$ cat config.mk
export PLATFORM = sky130hd
export DESIGN_NAME = fetch_controller
export DESIGN_NICKNAME = d
export VERILOG_FILES = /design/src/rtl/fetch_controller.sv
export SDC_FILE = /design/constraint.sdc
export NUM_CORES = 1
export LEC_CHECK = 0
export CAP_MARGIN = 10
export CORE_ASPECT_RATIO = 1.2
export CORE_MARGIN = 1
export CORE_UTILIZATION = 29
export CTS_CLUSTER_SIZE = 20
export DETAILED_ROUTE_END_ITERATION = 6
export PLACE_DENSITY = 0.59
export SKIP_CTS_REPAIR_TIMING = 1
export SYNTH_ARGS = -nofsm -noshare
export SYNTH_HDL_FRONTEND = slang
export SYNTH_SLANG_ARGS = --single-unit
$ cat constraint.sdc
create_clock -name clk -period 3 [get_ports clk]
set_input_delay 0.6 -clock clk [delete_from_list [all_inputs] [get_ports clk]]
set_output_delay 0.6 -clock clk [all_outputs]
set_load 0.005 [all_outputs]
$ cat src/rtl/fetch_controller.sv
// rtl/fetch_controller.sv - PC sequencer with 2-entry fetch queue, redirect flush and halt (optional FETCH_PERF_EN counters)
module fetch_controller #(
    parameter int              ADDR_W   = 16,
    parameter int              INSTR_W  = 16,
    parameter logic [ADDR_W-1:0] RESET_PC = '0,
    parameter int              PC_STEP  = 2
) (
    input  logic               clk,
    input  logic               rst_n,
    output logic [ADDR_W-1:0]  imem_addr,
    input  logic [INSTR_W-1:0] imem_instr,
    input  logic               redirect_valid,
    input  logic [ADDR_W-1:0]  redirect_pc,
    input  logic               halt_req,
    output logic               if_valid,
    output logic [INSTR_W-1:0] if_instr,
    output logic [ADDR_W-1:0]  if_pc,
    input  logic               if_ready,
    output logic               halted
`ifdef FETCH_PERF_EN
    ,
    output logic [15:0]        perf_fetch_cnt,
    output logic [15:0]        perf_stall_cnt
`endif
);

    typedef enum logic {RUN, HALT} state_t;

    state_t              state, state_nxt;
    logic [ADDR_W-1:0]   pc;
    logic [1:0]          count;
    logic [1:0]          fill;
    logic [ADDR_W-1:0]   q_pc0, q_pc1;
    logic [INSTR_W-1:0]  q_instr0, q_instr1;
    logic                pop, push;

    assign imem_addr = pc;
    assign if_valid  = (count != 2'd0);
    assign if_pc     = q_pc0;
    assign if_instr  = q_instr0;
    assign halted    = (state == HALT);

    assign pop  = if_valid && if_ready;
    assign push = (state == RUN) && !redirect_valid && ((count < 2'd2) || pop);
    // Slot the incoming word lands in, after any same-cycle pop has shifted the queue
    assign fill = count - {1'b0, pop};

    always_comb begin
        state_nxt = state;
        if (redirect_valid)
            state_nxt = RUN;
        else if (halt_req)
            state_nxt = HALT;
    end

    always_ff @(posedge clk or negedge rst_n) begin
        if (!rst_n) begin
            state <= RUN;
        end else begin
            state <= state_nxt;
        end
    end

    always_ff @(posedge clk or negedge rst_n) begin
        if (!rst_n) begin
            pc       <= RESET_PC;
            count    <= 2'd0;
            q_pc0    <= '0;
            q_pc1    <= '0;
            q_instr0 <= '0;
            q_instr1 <= '0;
        end else if (redirect_valid) begin
            // Flush: a same-cycle pop is still consumed by decode, nothing is kept
            count <= 2'd0;
            pc    <= redirect_pc & ~ADDR_W'(1);
        end else begin
            if (pop) begin
                q_pc0    <= q_pc1;
                q_instr0 <= q_instr1;
            end
            if (push) begin
                if (fill == 2'd0) begin
                    q_pc0    <= pc;
                    q_instr0 <= imem_instr;
                end else begin
                    q_pc1    <= pc;
                    q_instr1 <= imem_instr;
                end
                pc <= pc + ADDR_W'(PC_STEP);
            end
            count <= count + {1'b0, push} - {1'b0, pop};
        end
    end

`ifdef FETCH_PERF_EN
    always_ff @(posedge clk or negedge rst_n) begin
        if (!rst_n) begin
            perf_fetch_cnt <= 16'd0;
            perf_stall_cnt <= 16'd0;
        end else begin
            if (push)
                perf_fetch_cnt <= perf_fetch_cnt + 16'd1;
            if ((state == RUN) && (count == 2'd2) && !pop)
                perf_stall_cnt <= perf_stall_cnt + 16'd1;
        end
    end
`endif

endmodule

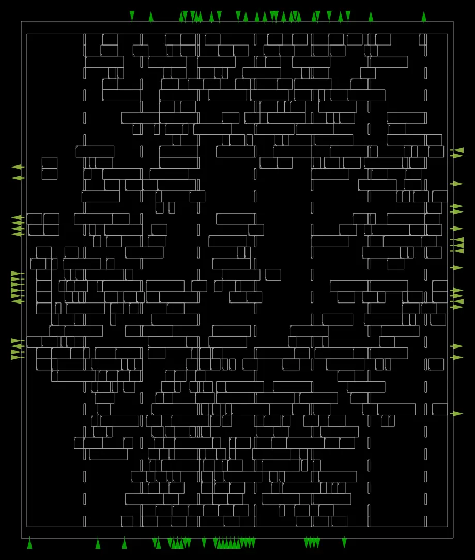
(images/placement.png)
final non-filler cell total: 573
Fillers: 1215

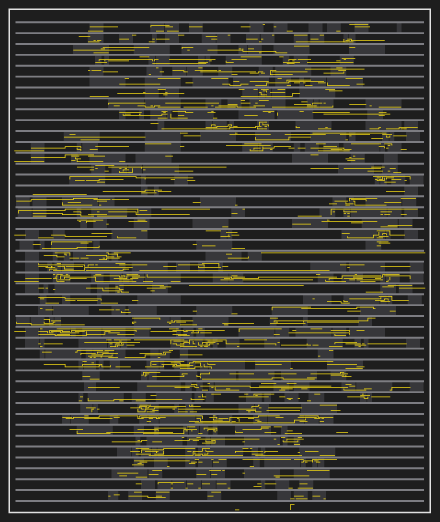
(images/layer_met1.png)
Scale: 4 px per µm. Supply wires on this layer in grey. Cells faint in the background.
386 nets have wire on it. The layer holds 44% of the routed length. The longest straight run is 47.4 µm.
final wirelength: 8512 µm
Vias: 2697

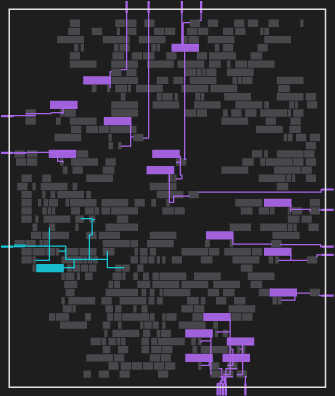
(images/io_fan.png)
Scale: 3 px per µm.
Key: `if_pc` = purple [direction output, end cells 16, buffers 16, wire 463 µm]; `halted` = cyan [direction output, end cells 1, buffers 1, wire 95.4 µm]
Top Ports: 87
Port Buffer Count: 84

-- stage by stage --
| stage | std cells | power [mW] | hold WS (ps) | instance area, µm² | setup slack [ps] |
|---|---|---|---|---|---|
| after CTS | 573 | 4.528 | 501.7 | 5025 | 701.9 |
| final | 573 | 4.451 | 434.2 | 5025 | 749.9 |
| after global routing | 573 | 4.754 | 517.2 | 5025 | 615.8 |
| after global placement | 559 | 3.313 | 485.2 | 4726 | 367.6 |
| after detailed placement | 559 | 3.367 | 496.6 | 4726 | 341.9 |
| after floorplan | 328 | 2.574 | 304.4 | 3684 | 1126 |
-- sequential cells by signal (all words and copies together), names as in the netlist --
signal	count
halted	1
q_instr1	16
if_pc	16
q_pc1	15
imem_addr	15
if_instr	16
count	2
-- layout make-up --
| class | instances | area, µm² | share of cell area |
|---|---|---|---|
| Timing Repair Buffer | 89 | 913.4 | 0.1818 |
| Multi-Input combinational cell | 225 | 1573 | 0.3130 |
| Inverter | 3 | 11.26 | 0.002241 |
| Sequential cell | 81 | 2027 | 0.4034 |
| Clock buffer | 10 | 229.0 | 0.04557 |
| Clock inverter | 4 | 70.07 | 0.01394 |
| Tap cell | 161 | 201.4 | 0.04009 |
-- path summary, 6_finish.rpt --
check | startpoint | endpoint | slack, ps | cells past startpoint
max in group asynchronous | rst_n | q_instr1[9] | 1890 | 1
worst max-delay path | if_ready | if_pc[15] | 750 | 5
worst max register to register | count[0] | if_pc[15] | 1110 | 5
min in group clk | q_pc1[14] | q_pc1[14] | 510 | 1
worst min register to register | q_pc1[14] | q_pc1[14] | 510 | 1
worst min-delay path | rst_n | imem_addr[8] | 430 | 1
-- per-layer routing --
metal / track usage / wire (µm) / vias to the layer above
met5: 0 / 0 / -
met4: 0.08202 / 229 / 0
met3: 0.02294 / 212 / 13
met2: 0.2357 / 4333 / 49
met1: 0.1640 / 3737 / 1318
li1: - / - / 1317
-- power by group through the flow --
stage / clock (mW) / combinational, mW / sequential (mW)
2_1_floorplan: 0 / 0.770 / 1.80
3_3_place_gp: 0 / 1.49 / 1.82
3_5_place_dp: 0 / 1.52 / 1.85
4_1_cts: 1.17 / 1.53 / 1.83
6_report: 1.14 / 1.49 / 1.83
5_1_grt: 1.20 / 1.65 / 1.90
-- kinds of logic (layout without fill, tap and decap cells) --
kind of cell	count (synthesis)	count (layout)	synth area share
AND-OR/OR-AND	57	57	0.08559
XOR/XNOR	8	8	0.01902
adder cells (fa/ha/maj)	3	3	0.01019
buffers and inverters	22	106	0.02751
flip-flops	81	81	0.5503
multiplexers	63	63	0.1817
other	1	1	0.001018
AND/OR/NAND/NOR	93	93	0.1247
-- cells in the final DEF (no fill, tap or decap), types with 2 or more instances in the layout --
master            n
nand2_1          16
or4_1             5
clkdlybuf4s50_1  83
bufinv_16         2
xnor2_1           7
mux2_2           31
clkinv_2          2
o21ai_0           9
o31ai_1           4
ha_1              3
buf_4             3
inv_1             3
nor2_1           42
or3_1             2
nand3_1           5
mux2i_1          32
and3_1            2
buf_12            3
dfrtp_1          81
a31oi_1           6
or2_2             3
nor3_1            3
a21oi_1          32
nor2b_1           3
clkbuf_16         9
o211ai_1          3
==> results.txt <==
Logic pwr share = 0.334
Top delay family on crit path = buffers and inverters
post-synth top area share = 0.5503
CP Cell Sequence = clkdlybuf4s50_1 > o21ai_4 > buf_12 > mux2i_1 > a21oi_1
Slew Viols, Final = 0
DRT antenna net count = 0
first-pass iteration count of the detailed router = 4
Critical-path top delay cell = o21ai_4
placed wire-length estimate = 5593 µm
Crit Path Category = in2reg
Placer Congestion = 0.7698
peak supply drop = 0.3210 mV
clock power share = 0.255
Die Span Y = 125.5 µm
Starting Density = 0.3014
largest area contributor in the synthesized netlist = dfrtp_1
Post-synth EDFFs = 0
area grow syn2layout = 36.41%
Hold Fails Final Rpt = 0
final net count = 449
pin count of the biggest net entering global routing = 82
core area = 12220 µm²
die x size = 104.9 µm
Reg power frac = 0.411
RSZ-0062 raised after global routing = false
first-pass GRT wire length = 13940 µm
Tcrit/Tclk final = 0.7500
Cell Rows = 44
Critical Path AT = 2460 ps
Slew headroom = 0.3143
final setup fails = 0
Power Density = 885.8 nW/µm²
chip footprint = 13160 µm²
Seq/Total Area, Yosys = 0.5503
CTS tree = built
TNS Setup = 0 ps
root buf cell = clkbuf_16
Critical Path Fanout Max = 16
post-synthesis register bit count = 81
number of remaining DRC errors = 0
Slew @ Worst Pin = 1029 ps
count leader, synth = dfrtp_1
synth cell count leaders = dfrtp_1 (81), nor2_1 (42), a21oi_1 (32), mux2i_1 (32), mux2_2 (31)
Worst Skew = 6.001 ps
crit path capture type = flop
YS warnings = 0
yosys stat area = 3684 µm²
crit path DRT = 3210 ps
internal power = 3.185 mW
CP max stage delay = 710 ps
net switching power = 1.265 mW
Iteration-0 DRC Markers = 60
All-Layer GR Usage = 0.1384
crit path buf inv count = 2
library cells used by synthesis = 39
Cell area leaders = dfrtp_1 (55%), mux2_2 (9.5%), mux2i_1 (8.7%), a21oi_1 (4.3%), nor2_1 (4.3%)
Vias per Instance = 4.707
global route overflow = 0
outcome = completed
crit start category = input pin
Floorplan Nets = 368
final core occ = 0.4111
CTS Buf Count = 9
Hold Crit Class = in2async
LEAKAGE = 2.166 nW
routed length per instance = 14.86 µm
Late-Pin Clk Latency = 330 ps
synthesized cell area = 3684 µm²
initial antenna violation count = 0
# diodes = 0
ys async rst share = 1.000
min Tclk post-route = 2250 ps
yosys cell count = 328
Post-Syn Area per Cell = 11.23 µm²
H-tree depth = 3
stage-log warning count = 27
Max Root-Sink Buffers = 2
vias in the first global route = 2760
Syn Inst Count = 328
Clock transition at path regs = 60 ps
share of layout cells above drive strength 1 = 0.1432
switching power share of the total = 0.2843
Top FF cell, synth = dfrtp_1
Max-Cap Viols = 0
TritonCTS Sinks = 81
Fmax = 0.4444 GHz
Power and IR drop assume default switching activity.
